## config.mk

```make
export PLATFORM = sky130hd
export DESIGN_NAME = apb_slv_regfile_flat
export DESIGN_NICKNAME = d
export VERILOG_FILES = /design/src/rtl/apb_slv_regfile_pkg.sv /design/src/rtl/apb_slv_regfile_if.sv /design/src/rtl/apb_slv_regfile_wait_ctr.sv /design/src/rtl/apb_slv_regfile.sv /design/src/flat_wrapper.sv
export SDC_FILE = /design/constraint.sdc
export NUM_CORES = 1
export LEC_CHECK = 0
export ABC_AREA = 0
export CELL_PAD_IN_SITES_DETAIL_PLACEMENT = 0
export CELL_PAD_IN_SITES_GLOBAL_PLACEMENT = 1
export CORE_MARGIN = 3
export CORE_UTILIZATION = 40
export CTS_BUF_LIST = sky130_fd_sc_hd__clkbuf_8
export CTS_CLUSTER_SIZE = 24
export DETAILED_ROUTE_END_ITERATION = 6
export GPL_TIMING_DRIVEN = 0
export HOLD_SLACK_MARGIN = 0.06
export PLACE_DENSITY = 0.78
export SYNTH_ARGS = -nofsm -noshare
export SYNTH_HDL_FRONTEND = slang
export SYNTH_HIERARCHICAL = 1
export SYNTH_SLANG_ARGS = --single-unit
```

## constraint.sdc

```tcl
create_clock -name clk -period 7.12 [get_ports clk]
set_input_delay 1.068 -clock clk [delete_from_list [all_inputs] [get_ports clk]]
set_output_delay 1.068 -clock clk [all_outputs]
set_load 0.005 [all_outputs]
```

## src/rtl/apb_slv_regfile_pkg.sv

```systemverilog
// Shared types and widths for the APB register-file slave.
// Bus widths, register index width and FSM state encoding.
package apb_pkg;
    localparam int APB_AW    = 32;
    localparam int APB_DW    = 32;
    localparam int REG_IDX_W = 4;
    localparam int NUM_REGS  = 1 << REG_IDX_W;

    typedef enum logic {
        ST_IDLE   = 1'b0,
        ST_ACCESS = 1'b1
    } apb_state_t;
endpackage

```

## src/rtl/apb_slv_regfile_if.sv

```systemverilog
// APB bus bundle between the master and the register-file slave.
interface apb_slv_regfile_if;
    import apb_pkg::*;

    logic              psel;
    logic              penable;
    logic [APB_AW-1:0] paddr;
    logic              pwrite;
    logic [APB_DW-1:0] pwdata;
    logic [APB_DW-1:0] prdata;
    logic              pready;
    logic              pslverr;

    modport master (
        output psel, penable, paddr, pwrite, pwdata,
        input  prdata, pready, pslverr
    );

    modport slave (
        input  psel, penable, paddr, pwrite, pwdata,
        output prdata, pready, pslverr
    );
endinterface

```

## src/rtl/apb_slv_regfile_wait_ctr.sv

```systemverilog
// 4-bit load/decrement counter that paces the access-phase wait states.
module apb_wait_ctr (
    input  logic       clk,
    input  logic       rst,
    input  logic       i_load,
    input  logic [3:0] i_load_val,
    input  logic       i_dec,
    output logic       o_zero
);
    logic [3:0] r_cnt;

    always_ff @(posedge clk) begin
        if (rst) begin
            r_cnt <= 4'd0;
        end else if (i_load) begin
            r_cnt <= i_load_val;
        end else if (i_dec) begin
            r_cnt <= r_cnt - 4'd1;
        end
    end

    assign o_zero = (r_cnt == 4'd0);
endmodule

```

## src/rtl/apb_slv_regfile.sv

```systemverilog
// APB slave with 16 word registers (reg 0 = read-only ID) and a fixed
// number of pready wait states per transfer; errors reported on pslverr.
module apb_slv_regfile
    import apb_pkg::*;
#(
    parameter logic [APB_AW-1:0] BASE_ADDR   = 32'hDEADCAC0,
    parameter int unsigned       WAIT_CYCLES = 1,
    parameter logic [APB_DW-1:0] ID_VALUE    = 32'hA9B0_0001
) (
    input  logic               clk,
    input  logic               rst,
    apb_slv_regfile_if.slave   apb
);
    localparam logic [3:0] LP_WAIT = 4'(WAIT_CYCLES);

    apb_state_t                         r_state;
    apb_state_t                         w_nstate;
    logic [NUM_REGS-1:0][APB_DW-1:0]    r_regs;
    logic                               w_load;
    logic                               w_dec;
    logic                               w_zero;
    logic                               w_ready;
    logic                               w_hit;
    logic                               w_err;
    logic [REG_IDX_W-1:0]               w_idx;
    logic                               w_unused;

    assign w_hit    = (apb.paddr[APB_AW-1:6] == BASE_ADDR[APB_AW-1:6]);
    assign w_idx    = apb.paddr[5:2];
    assign w_err    = !w_hit || (apb.pwrite && (w_idx == '0));
    assign w_unused = ^apb.paddr[1:0];

    apb_wait_ctr u_wait_ctr (
        .clk        (clk),
        .rst        (rst),
        .i_load     (w_load),
        .i_load_val (LP_WAIT),
        .i_dec      (w_dec),
        .o_zero     (w_zero)
    );

    always_ff @(posedge clk) begin
        if (rst) begin
            r_state <= ST_IDLE;
        end else begin
            r_state <= w_nstate;
        end
    end

    // penable without a preceding setup is a protocol error and is ignored
    always_comb begin
        w_nstate = r_state;
        case (r_state)
            ST_IDLE:   if (apb.psel && !apb.penable) w_nstate = ST_ACCESS;
            ST_ACCESS: if (!apb.psel || w_zero)      w_nstate = ST_IDLE;
            default:   w_nstate = ST_IDLE;
        endcase
    end

    // rst gating keeps the bus quiet in the cycle a reset aborts a transfer
    always_comb begin
        w_load  = 1'b0;
        w_dec   = 1'b0;
        w_ready = 1'b0;
        case (r_state)
            ST_IDLE:   w_load  = apb.psel && !apb.penable;
            ST_ACCESS: begin
                w_dec   = apb.psel && !w_zero;
                w_ready = apb.psel && w_zero && !rst;
            end
            default:   ;
        endcase
    end

    always_ff @(posedge clk) begin
        if (rst) begin
            r_regs <= '0;
        end else if (w_ready && apb.pwrite && !w_err) begin
            r_regs[w_idx] <= apb.pwdata;
        end
    end

    assign apb.pready  = w_ready;
    assign apb.pslverr = w_ready && w_err;
    assign apb.prdata  = (w_ready && !apb.pwrite && !w_err)
                       ? ((w_idx == '0) ? ID_VALUE : r_regs[w_idx])
                       : '0;
endmodule

```

## src/flat_wrapper.sv

```systemverilog
// flat-port wrapper written by rule: the top's interface ports become plain ports
module apb_slv_regfile_flat import apb_pkg::*;
#(
    parameter logic [APB_AW-1:0] BASE_ADDR   = 32'hDEADCAC0,
    parameter int unsigned       WAIT_CYCLES = 1,
    parameter logic [APB_DW-1:0] ID_VALUE    = 32'hA9B0_0001
)
  (clk, rst, apb_psel, apb_penable, apb_paddr, apb_pwrite, apb_pwdata, apb_prdata, apb_pready, apb_pslverr);
  apb_slv_regfile_if apb_i ();
  input  logic clk;
  input  logic rst;
  input wire logic [$bits(apb_i.psel)-1:0] apb_psel;
  input wire logic [$bits(apb_i.penable)-1:0] apb_penable;
  input wire logic [$bits(apb_i.paddr)-1:0] apb_paddr;
  input wire logic [$bits(apb_i.pwrite)-1:0] apb_pwrite;
  input wire logic [$bits(apb_i.pwdata)-1:0] apb_pwdata;
  output wire logic [$bits(apb_i.prdata)-1:0] apb_prdata;
  output wire logic [$bits(apb_i.pready)-1:0] apb_pready;
  output wire logic [$bits(apb_i.pslverr)-1:0] apb_pslverr;
  assign apb_i.psel = apb_psel;
  assign apb_i.penable = apb_penable;
  assign apb_i.paddr = apb_paddr;
  assign apb_i.pwrite = apb_pwrite;
  assign apb_i.pwdata = apb_pwdata;
  assign apb_prdata = apb_i.prdata;
  assign apb_pready = apb_i.pready;
  assign apb_pslverr = apb_i.pslverr;
  apb_slv_regfile #(.BASE_ADDR(BASE_ADDR), .WAIT_CYCLES(WAIT_CYCLES), .ID_VALUE(ID_VALUE)) u_core (.clk(clk), .rst(rst), .apb(apb_i));
endmodule
```

Fig. 1: run 1, signal wires by layer
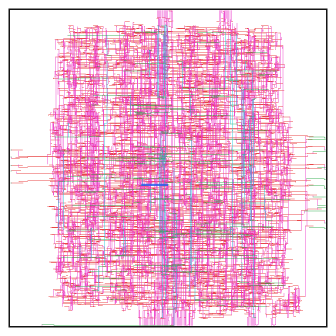
legend:
  met3:
    color: green
    wire_length: 3070 µm
  met1:
    color: red
    wire_length: 31.6 mm
  met4:
    color: cyan
    wire_length: 2550 µm
  met2:
    color: magenta
    wire_length: 33.3 mm
  met5:
    color: blue
    wire_length: 19.3 µm

Fig. 2: run 1, I/O pins on the die edge
Pins as bars across the die edge, other pins in gray.
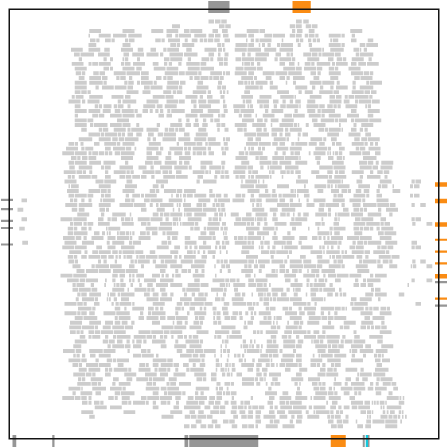
legend:
  `apb_penable`:
    color: cyan
    pins: 1
    direction: input
    edge: south
  `apb_pwdata`:
    color: orange
    pins: 32
    direction: input
    edge: 12 east, 11 north, 9 south
all pins by edge: 60 south, 24 north, 14 east, 5 west

Fig. 3: run 1, placement view
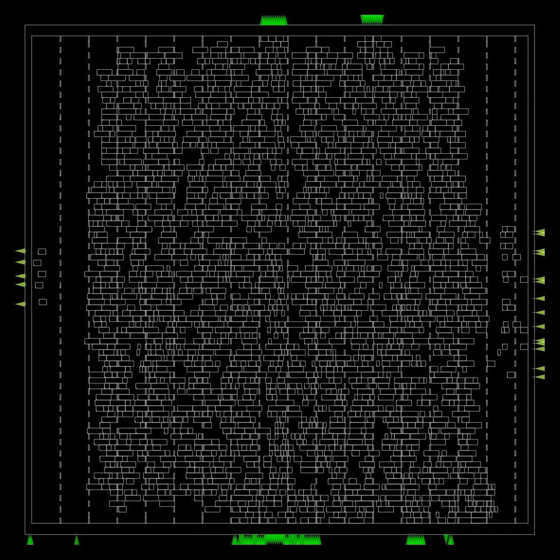
Seq area share: 37.7%
area of the core: 0.0570 mm²

Fig. 4: run 1, clock distribution
Bar = 50 µm.
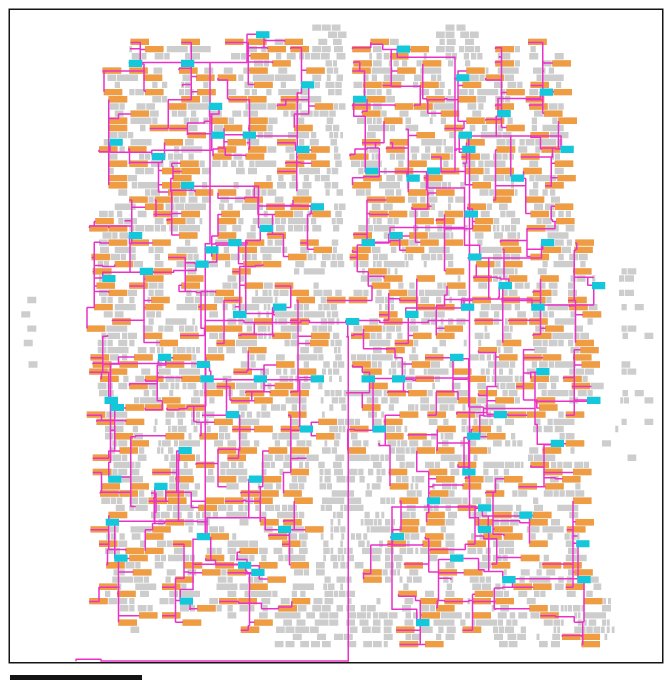
legend:
  flip-flops:
    color: orange
    count: 509
  cells driving clock nets:
    color: cyan
    count: 84
  clock wires:
    color: magenta
    length: 6670 µm
routed clock nets: 85
flops lie: spread over the die

==> qor.csv, run 1 <==
stage;metric;value;unit
clock_network;clockBufferDepth;3;
setup_path;crit_type;in2out;
clock_network;clockRootBuffer;clkbuf_8;
floorplanning;die_x;247;µm
synthesis;synth_stat.cells;2034;
synthesis;async_reset_ff_share;0;%
synthesis;synth_flops;509;
floorplanning;ioPinCount;103;
timing;min_period;6.44;ns
routing;wirelength;70500;µm
layout;drive_gt1_share;14.8;%
synthesis;ys_seq_share;43.7;%
synthesis;area_leaders;dfxtp_1 (44%), mux2i_1 (21%), nand2b_1 (14%);
clock_network;cts_resized;0;
placement;dpl.cell_count;2890;
pwr;p_leak;12.2;nW
setup_path;cp.required;6.05;ns
run_status;status;completed;
floorplanning;floorplan.core_util;40.9;%
grt;grt_max_degree;11;
synthesis;ys_top_logic_family;multiplexers;
clock_network;clk_latency;0.64;ns
synthesis;synth-xor-area-share;0.113;%
timing;finalCritPeriodShare;90.5;%
routing;vias_per_cell;5.39;
synthesis;common_cells;nand2b_1 (513), dfxtp_1 (509), mux2i_1 (489);
synthesis;simple_gate_share;16.9;%
setup_path;worstSetupStartpointType;input pin;
clock_network;cts_sinks;509;
synthesis;synth_top_area_share;43.7;%
synthesis;synth-main-ff-cell;dfxtp_1;
pwr;power;0.00584;W
clock_network;cts_hold_repair.buffers;0;
placement;place_congestion;0.893;
synthesis;synth_cells;2034;
min_path;hp-class;reg2reg;
synthesis;synthMuxAreaShare;32.6;%
layout;layout_top_cells;nand2b_1 (513), dfxtp_1 (509), mux2i_1 (489), mux4_2 (120), clkbuf_1 (115);
clock_network;clkTransAtPathRegs;0.06;ns
synthesis;ys_area;0.0233;mm²
floorplanning;rows;87;
synthesis;edf_count;0;
synthesis;aoi_share;3.06;%
## run 1: where the power goes
part / internal, W / total [W] / switching (W)
Sequential: 0.00285 / 0.00285 / 0.00000226
Clock: 0.00148 / 0.00265 / 0.00117
Combinational: 0.000133 / 0.000344 / 0.000211
## run 1: final timing paths
path / from / slack (ns) / cells past startpoint / endpoint
worst max-delay path: rst / 0.68 / 9 / apb_prdata[5]
worst min-delay path: u_core/r_regs[30] / 0.47 / 1 / u_core/r_regs[30]
worst max register to register: u_core/u_wait_ctr/r_cnt[0] / 4.13 / 10 / u_core/r_regs[172]
worst min register to register: u_core/r_regs[30] / 0.47 / 1 / u_core/r_regs[30]
## run 1: layout make-up
type                    count  area share [%]
plain buffers             189            2.98
diodes                      1         0.00927
well taps                 756            3.50
clock inverters            36           0.741
multi-input cells        1332            45.5
inverters                   6          0.0834
clock buffers             113            5.76
flip-flops and latches    509            37.7
repair buffers             98            3.63
## run 1: metal layers
layer / share of wire, % / track usage, %
met1: 45 / 30.5
met3: 4.4 / 3.18
met2: 47 / 38.0
met4: 3.6 / 9.68
met5: 0.027 / 0
## run 1: stage by stage
stage                     setup WS [ns]  instance area (µm²)
final                             0.677                27000
after global routing              0.728                27000
after CTS                         0.858                27000
after detailed placement          0.884                25200
after global placement            0.879                25200
after floorplan                    3.45                23300
## run 1: flip-flops by register name, summed over array words and instances (netlist names)
signal	count
u_core/r_regs	504
u_core/u_wait_ctr/r_cnt	4
u_core/r_state	1
## run 1: critical path, cell delays in order
cell and delay [ns]:
clkdlybuf4s50_1 0.77, nand4b_1 0.50, nor4_1 0.46, buf_2 0.28, buf_4 0.23, nand4_1 0.38
clkbuf_1 0.45, a21oi_1 0.60, clkdlybuf4s50_1 0.62
==> run 2: changes to the inputs <==
--- a/config.mk
+++ b/config.mk
@@ -16,6 +16,7 @@
 export GPL_TIMING_DRIVEN = 0
 export HOLD_SLACK_MARGIN = 0.06
 export PLACE_DENSITY = 0.78
+export REMOVE_ABC_BUFFERS = 1
 export SYNTH_ARGS = -nofsm -noshare
 export SYNTH_HDL_FRONTEND = slang
 export SYNTH_HIERARCHICAL = 1
Fig. 5: run 2, placement view
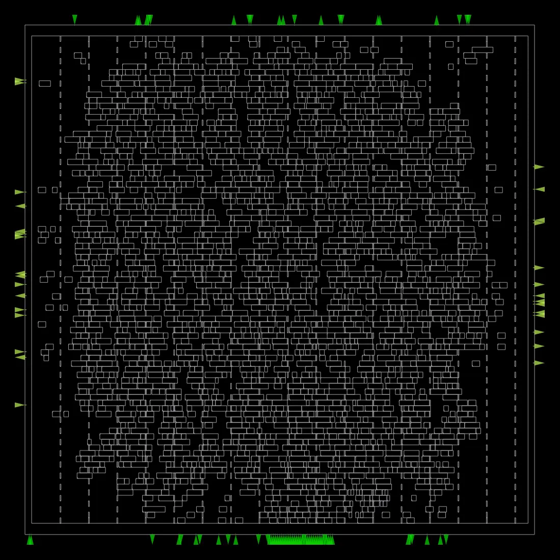
Rows: 87
Tapcells: 756
Seq area share: 37.7%
Final Util: 47.4%

Fig. 6: run 2, clock distribution
Bar = 50 µm.
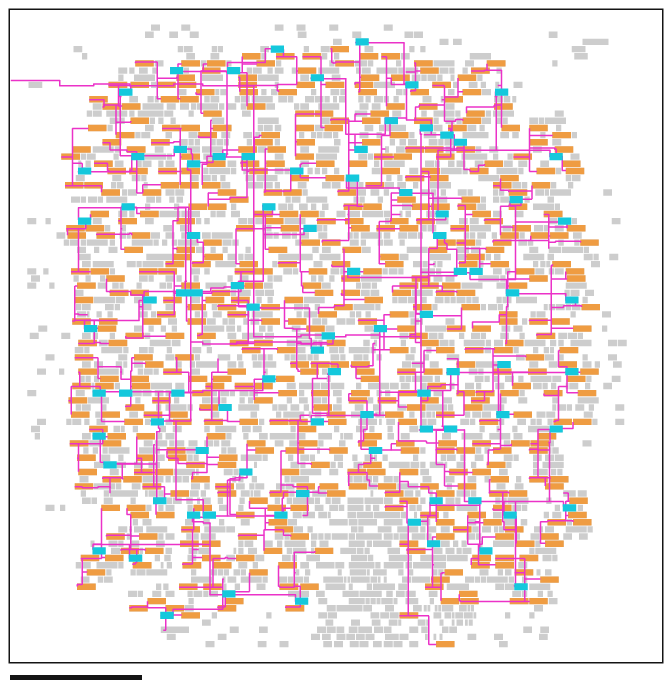
legend:
  cells driving clock nets:
    color: cyan
    count: 87
  flip-flops:
    color: orange
    count: 509
  clock wires:
    color: magenta
    length: 6780 µm
routed clock nets: 88
flops lie: spread over the die
Max Clock Skew: 0.0256 ns
clock latency on the worst-skew pair: 0.66 ns

==> qor.csv, run 2 <==
stage;metric;value;unit;change
floorplanning;core;0.0570;mm²;unchanged
layout;layout_top_cells;nand2b_1 (513), dfxtp_1 (509), mux2i_1 (489), mux4_2 (120), clkbuf_8 (112);;
pwr;p_switching;0.00133;W;-3.3%
layout;largest_register;u_core/r_regs;;
setup_path;crit_top_cell;buf_16;;
floorplanning;ioPinCount;103;;unchanged
placement;place_congestion;0.703;;-21%
clock_network;cts_sinks;509;;unchanged
pwr;pwr-share-clk;45.7;%;+0.4 points
synthesis;synth_top_area_share;43.7;%;unchanged
clock_network;clockRootBuffer;clkbuf_8;;
setup_path;crit_type;in2out;;
clock_network;cts_hold_repair.buffers;0;;unchanged
synthesis;edf_count;0;;unchanged
layout;reg.largest.list;u_core/r_regs: 504 flops, u_core/u_wait_ctr/r_cnt: 4 flops, u_core/r_state: 1 flops;;
setup_path;worst-path-stages;10;;+1
pwr;p_leak;12.2;nW;+0.13%
clock_network;clkTransAtPathRegs;0.06;ns;about the same
min_path;hp-class;reg2reg;;
setup_path;rr_worst_depth;10;;unchanged
clock_network;cts_resized;0;;unchanged
min_path;hold_start;u_core/r_regs[6];;
setup_path;crit_chain;buf_8 -> buf_16 -> buf_16 -> nand4b_1 -> nor4_2 -> buf_4 -> nand4_1 -> buf_16 -> a21oi_1 -> clkdlybuf4s50_1;;
run_status;status;completed;;
setup_path;crit_end;apb_prdata[18];;
setup_path;critPathLaunch;rst;;
synthesis;area_leaders;dfxtp_1 (44%), mux2i_1 (21%), nand2b_1 (14%);;
grt;grt_max_degree;203;;+192
floorplanning;floorplan.core_util;40.9;%;unchanged
clock_network;clockBufferDepth;3;;unchanged
timing;min_period;6.32;ns;-0.122 ns
pwr;power;0.00579;W;-0.88%
synthesis;ys_seq_share;43.7;%;unchanged
setup_path;cp_slowest_cell;nand4_1;;
pwr;pwr-share-seq;49.2;%;+0.4 points
setup_path;r2r-start;u_core/u_wait_ctr/r_cnt[0];;
pwr;seq_cell_power;0.00285;W;about the same
pwr;switching_share;23.0;%;-0.59 points
synthesis;common_cells;nand2b_1 (513), dfxtp_1 (509), mux2i_1 (489);;
layout;largest_register_ffs;504;;unchanged
floorplanning;die_x;247;µm;unchanged
synthesis;synth_flops;509;;unchanged
pwr;maxPowerGroup;registers;;
setup_path;path_delay_family;buffers and inverters;;
synthesis;synth_stat.cells;2034;;unchanged
setup_path;max_stage_delay;0.66;ns;-0.11 ns
pwr;powerComb;0.000294;W;-15%
routing;wirelength;58700;µm;-17%
setup_path;cp_num_buf_inv;6;;+1
==> run 2: cell families after synthesis <==
family	share of synthesized area (%)
flops	43.7
xor+xnor	0.113
mux	32.6
fa+ha+maj	0.0537
other cells	0.0322
buf+inv	3.55
compound gates	3.06
simple gates	16.9
==> run 2: how the worst min path moves through the flow <==
| stage | cells past startpoint | slack (ns) | to |
|---|---|---|---|
| finish | 1 | 0.47 | u_core/r_regs[6] |
| global route | 1 | 0.47 | u_core/r_regs[12] |
| CTS | 1 | 0.47 | u_core/r_regs[8] |
| detailed placement | 1 | 0.45 | u_core/r_regs[12] |
| global placement | 1 | 0.45 | u_core/r_regs[30] |
| floorplan | 1 | 0.43 | u_core/r_regs[10] |
==> run 2: metrics by stage <==
stage,setup slack (ns),setup TNS [ns],instance area [µm²],cells
floorplan,1.33,0,22500,1847
global placement,-12.19,-5369.28,24500,2703
detailed placement,0.830,0,25300,2738
CTS,0.800,0,27000,2890
global route,0.649,0,27000,2890
finish,0.799,0,27000,2890
==> run 2: layer usage <==
| layer | part of all wire, % | wire (µm) | vias to the layer above | GRT usage (%) |
|---|---|---|---|---|
| met4 | 2.5 | 1450 | 0 | 6.51 |
| met3 | 3.6 | 2100 | 100 | 3.11 |
| met1 | 44 | 26100 | 7649 | 24.8 |
| li1 | - | - | 7194 | - |
| met2 | 50 | 29100 | 261 | 33.0 |
| met5 | 0 | 0 | - | 0 |
==> run 2: cell type report <==
cell class / instances / share of cell area, %
Multi-Input combinational cell: 1332 / 45.9
Inverter: 6 / 0.0833
Timing Repair Buffer: 135 / 6.28
Clock buffer: 112 / 5.70
Sequential cell: 509 / 37.7
Tap cell: 756 / 3.50
Clock inverter: 40 / 0.837
Power figures rest on the tool's default switching activity, not on a simulated workload.
